Design beamscaler_readout_flat, sky130hd; sources not shown.
Fig. 1: run 1, floorplan with the power grid
Pins as bars on the die edge. Tap cells in gray.
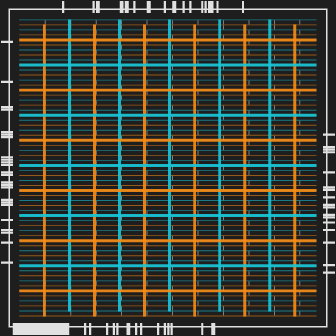
Key: VSS = orange; VDD = cyan
11 straps on met4. 11 straps on met5.
width of the die: 171 um
largest vdd supply drop: 340 uV
core region area: 25800 um2

Fig. 2: run 1, placed cells, one color a class
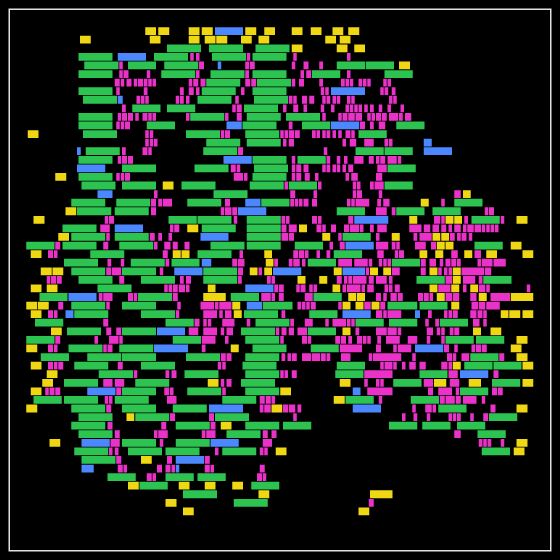
Key: all other logic = magenta [cells 638, share of their area 29%]; clock drivers and dummy loads = blue [cells 42, share of their area 7.5%]; flops = green [cells 206, share of their area 52%]; other buffers and delay cells = yellow [cells 132, share of their area 11%]
cell row count: 59
post-route design area: 11500 um2

Fig. 3: run 1, routed clock nets over the placement
The bar under the picture is 50 um long.
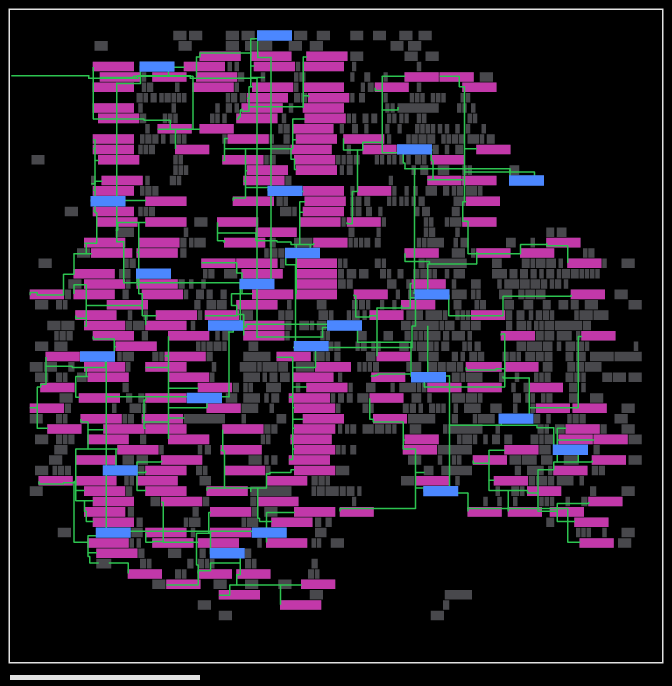
Key: flip-flops = magenta [count 206]; cells driving clock nets = blue [count 23]; clock wires = green [length 2560 um]
Position of the flops: all over the die. There are 24 routed clock nets.
share of total power in the clock network: 39.5%
clock latency at the later pin of the worst-skew pair: 520 ps
power attributed to the clock group: 2390 uW

==> run_results.csv, run 1 <==
group,metric,value,unit
run_status,status,"completed",
worst_setup_path,rrSetupSlack,170,ps
pwr,leakagePower,0.00463,uW
worst_setup_path,worstSetupPathType,"in2reg",
grt,largest_net_degree_at_the_start_of_global_routing,79,
grt,grt.overflow.total,0,
worst_setup_path,worstPathRequired,4130,ps
worst_setup_path,path_max_fanout,7,
worst_setup_path,reg2reg_depth,26,
route,drtAntennaViolNets,0,
placed_design,place_worst_setup_slack,-893,ps
placed_design,globalplace.congestion,0.829,
route,number_of_drc_violations_after_detailed_routing_iteration_0,424,
worst_setup_path,critPathMaxStageDelay,380,ps
floorplan,floorplan.core_util,35.2,%
final_timing,grt_setup_unrepaired,"true",
final_timing,final.setup.worst_slack,71.2,ps
final_timing,post-route-min-period,3730,ps
synth,synth_top_area_share,42.2,%
hold_path,timing.hold.worst.class,"reg2reg",
final_timing,final_hold_slack,281,ps
route,detail_route.first_pass.iterations,5,
job,max_cap_viols,0,
route,drc_errors,0,
cells_and_area,fin_nets,1090,
final_timing,peak_clock_frequency_supported_by_timing,268,MHz
worst_setup_path,crit_buf_inv,5,
route,drt_wl_total,21200,um
synth,ys_area,9100,um2
cells_and_area,fin_cells,1353,
synth,largest_area_cell,"edfxtp_1",
grt,global_route.usage.total,14.5,%
cts,path_clk_slew,60,ps
placed_design,port-buffer-count,78,
cts,cts_root_buffer,"clkbuf_16",
synth,synth-main-ff-cell,"edfxtp_1",
cells_and_area,final_layout_size_suffix_gt1_share,14.2,%
worst_setup_path,crit_slowest_cell,"fa_2",
final_timing,setup_viol,0,
synth,topCellsByArea,"edfxtp_1 42%, dfrtp_1 21%, nand2_1 8.0%",
cells_and_area,antenna_cells_inserted,0,
grt,number_of_antenna_violations_at_the_first_check_in_global_routing,2,
route,dr_total_vias,6470,
placed_design,numPlacedInstances,1298,
cts,total_number_of_h_tree_levels,1,
synth,syn_avg_cell_area,10.3,um2
cts,cts-buffers-inserted,23,
placed_design,postPlaceCellArea,10500,um2
synth,synth-async-reset-ratio,37.9,%
grt,grt_pass1_vias,6379,
cts,cts.path.max_buffers,3,
worst_setup_path,cp_num_cells,25,
synth,ys_cells,887,
hold_path,hold_path_depth,0,
synth,netlist_instances,887,
final_timing,worst-slew-pin-transition,581,ps
grt,global_route_wire_length_before_repair,34100,um
floorplan,io-pin-count,113,
synth,netlist_area,9100,um2
synth,number_of_nets_at_floorplan,976,
cts,clkSinkCount,206,
placed_design,detailedPlacementHpwl,13200,um
pwr,power.density_cell_area,524,nW/um2
route,routed_via_density,4.78,
worst_setup_path,critPathArrivalTime,4060,ps
worst_setup_path,critPathTopFamily,"simple AND/OR/NAND/NOR gates",
cells_and_area,syn2layout_area_growth,26.8,%
synth,ys.flops,206,
route,avgRoutedWirePerCell,15.6,um
synth,synth.distinct_cells,41,
worst_setup_path,crit_path_end_kind,"register",
final_timing,maxSlewViolCount,0,
cells_and_area,number_of_flip_flops_in_the_largest_register,128,
job,log.warning_count,67,
run 1: stage by stage:
| stage | power, uW | utilization, % |
|---|---|---|
| 2_1_floorplan | 3140 | - |
| 3_3_place_gp | 3660 | 40.6 |
| 3_5_place_dp | 3670 | 40.6 |
| 4_1_cts | 6090 | 44.3 |
| 5_1_grt | 6340 | 44.7 |
| 6_report | 6050 | 44.7 |
run 1: cell type report:
class                      count  area, um2
timing repair buffer         132       1230
clock buffer                  28        634
inverter                      88        334
multi-input combinational    550       2930
clock inverter                14        200
fill                        2420      14300
sequential                   206       5800
tap                          335        419
run 1: cell families after synthesis:
family                     synth area share [%]
AOI/OAI and AO/OA                          8.69
xor gates and xnor gates                   1.25
adders and majority gates                  2.78
buffers and inverters                      5.75
DFF                                        63.7
other                                    0.0412
and+or+nand+nor                            17.8
run 1: layer usage:
layer	track usage (%)	vias to the layer above	share of wire, %
met5	0	-	0.11
met4	3.31	4	2.0
met3	2.69	31	5.1
met2	24.5	155	49
met1	19.7	3050	44
li1	-	3230	-
run 1: power by group:
part | switching [uW] | leakage, uW | internal (uW)
sequential | 166 | 0.00209 | 2560
clock | 911 | 0.000401 | 1480
combinational | 411 | 0.00214 | 523
total | 1490 | 0.00463 | 4560
run 1: cells in the final DEF (no fill, tap or decap), types with 12 or more instances in the layout:
cell type        count
buf_4               50
clkbuf_16           23
clkdlybuf4s50_1     77
dfrtp_1             76
edfxtp_1           128
ha_1                15
inv_1               79
nand2_1            183
nand2_2             14
nand3_1             68
nor2_1              72
o21ai_0             76
o21ai_1             13
o221ai_1            14
o22ai_1             12
run 1: timing repair:
action / CTS / global route
setup buffers: 9 / 5
endpoints found under the setup margin: 16 / 16
pin swaps: 12 / 22
resized: 14 / 20
hold buffers: 0 / 0
--- run 2 (diff from run 1) ---
- MAX_ROUTING_LAYER: default -> met4
==> run_results.csv, run 2 <==
group,metric,value,unit
placed_design,port-buffer-count,78,
floorplan,coreArea,25800,um2
route,routed_via_density,4.79,
cells_and_area,fin_nets,1090,
hold_path,hold_path_depth,0,
cells_and_area,final_layout_top_logic_cell,"nand2_1",
synth,netlist_instances,887,
pwr,finalPower,6050,uW
floorplan,die.size.x,171,um
synth,ys.flops,206,
cts,cts_root_buffer,"clkbuf_16",
cells_and_area,syn2layout_area_growth,26.8,%
synth,synth.distinct_cells,41,
worst_setup_path,worstSetupPathType,"in2reg",
pwr,leakagePower,0.00463,uW
final_timing,maxSlewViolCount,0,
synth,ys_seq_share,63.7,%
cts,total_number_of_h_tree_levels,1,
synth,number_of_nets_at_floorplan,976,
synth,syn_avg_cell_area,10.3,um2
route,route.layer.met1.wl,9410,um
worst_setup_path,reg2reg_depth,26,
run_status,status,"completed",
route,number_of_drc_violations_after_detailed_routing_iteration_0,456,
synth,ys_cells,887,
synth,yosysMostFrequentCell,"nand2_1",
job,log.warning_count,67,
final_timing,worst-slew-pin-transition,579,ps
grt,number_of_antenna_violations_at_the_first_check_in_global_routing,2,
floorplan,std_cell_rows,59,
synth,topCellsByArea,"edfxtp_1 42%, dfrtp_1 21%, nand2_1 8.0%",
pwr,cellInternalPower,4560,uW
synth,synthesis.yosys.warnings,0,
pwr,share_clk_of_total_power,39.5,%
route,met2RoutedLength,10300,um
cells_and_area,number_of_flip_flops_in_the_largest_register,128,
placed_design,globalplace.congestion,0.842,
grt,grt.met3_usage,2.62,%
final_timing,hold_violation_count_in_the_final_report,0,
grt,global_route_wire_length_before_repair,34100,um
worst_setup_path,worstPathRequired,4130,ps
route,drc_errors,0,
final_timing,post-route-min-period,3720,ps
cts,cts.path.max_buffers,3,
route,met3_length,1080,um
final_timing,grt_setup_unrepaired,"true",
pwr,p_seq_share,45.1,%
grt,grt.overflow.total,0,
synth,synth-edff-count,128,
job,max_cap_viols,0,
synth,synth-async-reset-ratio,37.9,%
pwr,power_frac_comb,15.4,%
floorplan,chipArea,29300,um2
cts,path_clk_slew,60,ps
worst_setup_path,path_max_fanout,7,
placed_design,detailedPlacementHpwl,13200,um
cts,clkSinkCount,206,
synth,post_synth_most_frequent_cells,"193 x nand2_1, 128 x edfxtp_1, 83 x inv_1",
worst_setup_path,crit_path_start_kind,"input port",
synth,synth-main-ff-cell,"edfxtp_1",
synth,synth_top_area_share,42.2,%
final_timing,final.setup.tns,0,ps
cts,worst_skew_pair.late_latency,520,ps
grt,grt_pass1_vias,6383,
hold_path,timing.hold.worst.class,"reg2reg",
pwr,switchingPower,1490,uW
final_timing,final.period_utilization,98.0,%
cells_and_area,most-common-layout-cells,"183 x nand2_1, 128 x edfxtp_1, 79 x inv_1",
floorplan,floorplan.core_util,35.2,%
final_timing,peak_clock_frequency_supported_by_timing,268,MHz
synth,ys_area,9100,um2
cts,cts-buffers-inserted,23,
grt,globalRouteMet1Util,19.7,%
route,detail_route.first_pass.iterations,5,
cts,cts_post_setup_buffers_inserted,9,
floorplan,io-pin-count,113,
final_timing,max-slew-margin-rel,61.4,%
cts,postCtsHoldBufs,0,
worst_setup_path,rrSetupSlack,180,ps
pwr,power.switching_fraction,24.6,%
cts,cts_tree,"done",
grt,largest_net_degree_at_the_start_of_global_routing,79,
synth,netlist_area,9100,um2
cts,post_cts.resized_instances,14,
worst_setup_path,critPathArrivalTime,4050,ps
worst_setup_path,crit_path_end_kind,"register",
grt,busiest_layer,"met2",
pwr,power.density_cell_area,524,nW/um2
route,drtAntennaViolNets,0,
route,top_layer,"met4",
cells_and_area,final_layout_size_suffix_gt1_share,14.2,%
synth,largest_area_cell,"edfxtp_1",
final_timing,setup_viol,0,
run 2: cell counts after synthesis:
Identical to the previous run, type by type.
run 2: power by group through the flow:
stage | Sequential, uW | Combinational (uW) | Clock [uW]
floorplan | 2800 | 339 | 0
global placement | 2770 | 889 | 0
detailed placement | 2770 | 901 | 0
CTS | 2730 | 912 | 2450
global route | 2750 | 1040 | 2540
finish | 2730 | 934 | 2390
run 2: logic make-up after synthesis:
| logic type | share of synthesized area, % |
|---|---|
| buf+inv | 5.75 |
| xor+xnor | 1.25 |
| simple gates | 17.8 |
| compound gates | 8.69 |
| flops | 63.7 |
| other cells | 0.0412 |
| fa+ha+maj | 2.78 |
run 2: cell type report:
type	count	area, um2
Tap cell	335	419
Sequential cell	206	5800
Timing Repair Buffer	132	1230
Antenna cell	2	5.00
Fill cell	2419	14300
Clock inverter	14	200
Multi-Input combinational cell	550	2930
Inverter	88	334
Clock buffer	28	634
run 2: per-stage QoR:
step / setup WS (ps) / utilization, % / instance area [um2] / instances / hold WS [ps]
CTS: 12.8 / 44.3 / 11400 / 1349 / 287
finish: 75.3 / 44.7 / 11500 / 1355 / 281
global placement: -862 / 40.6 / 10500 / 1298 / 260
floorplan: -14.6 / - / 9140 / 887 / 254
global route: -131 / 44.7 / 11500 / 1355 / 304
detailed placement: -893 / 40.6 / 10500 / 1298 / 269
run 2: worst max-delay path, cell delays in order:
cell      delay (ps)
buf_12           100
nand3_4          100
nor2_4           190
nor2_2            70
nor2_2           160
inv_2             70
nor2_4            80
nand3_2          100
nand3_2           80
nand2_2           60
nand2_2           70
inv_2             50
ha_4             230
fa_2             380
inv_2             70
ha_4             120
nand2_1           40
o21bai_1         120
inv_1             60
or2_0            210
nand4_1          110
nand2_2          140
nand2_1          100
nor2_1            40
nor3_1           170
Fig. 4: run 2, track usage over the die
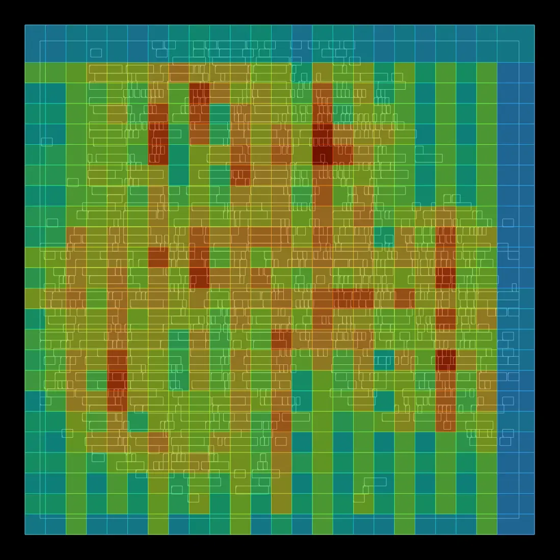
utilization of the core after routing: 44.7%
met2 track demand over resource: 24.5%
gr usage total: 14.9%

Fig. 5: run 2, floorplan with the power grid
Pins as bars on the die edge. Tap cells in gray.
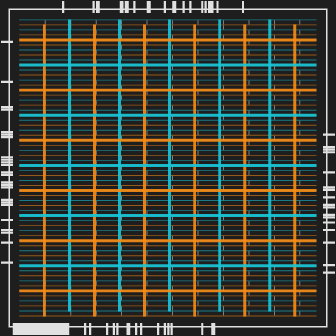
Key: VSS = orange; VDD = cyan
113 signal pins sit on the boundary. 11 straps on met5. 11 straps on met4. The core has 59 rows. 60 met1 rails follow the rows.
die y size: 171 um
largest vdd supply drop: 339 uV

Fig. 6: run 2, signal wires by layer
The bar under the picture is 50 um long.
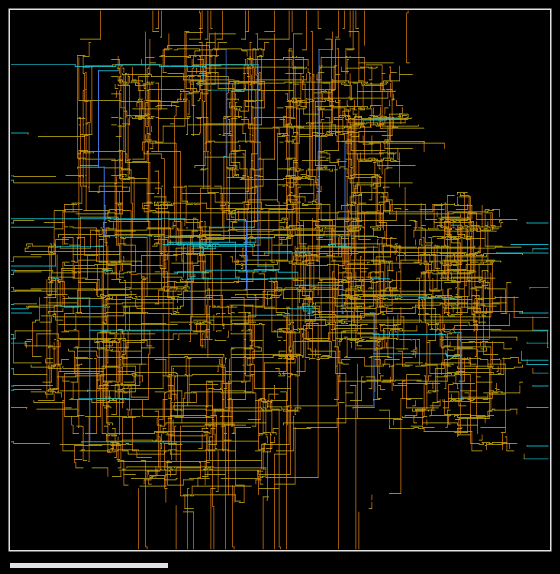
Key: met2 = orange [wire length 10300 um]; met1 = yellow [wire length 9410 um]; met3 = cyan [wire length 1080 um]; met4 = blue [wire length 376 um]
overall routed net length: 21100 um
total via count after detailed routing: 6485
routed wire length per instance: 15.6 um

Power figures rest on the tool's default switching activity, not on a simulated workload.
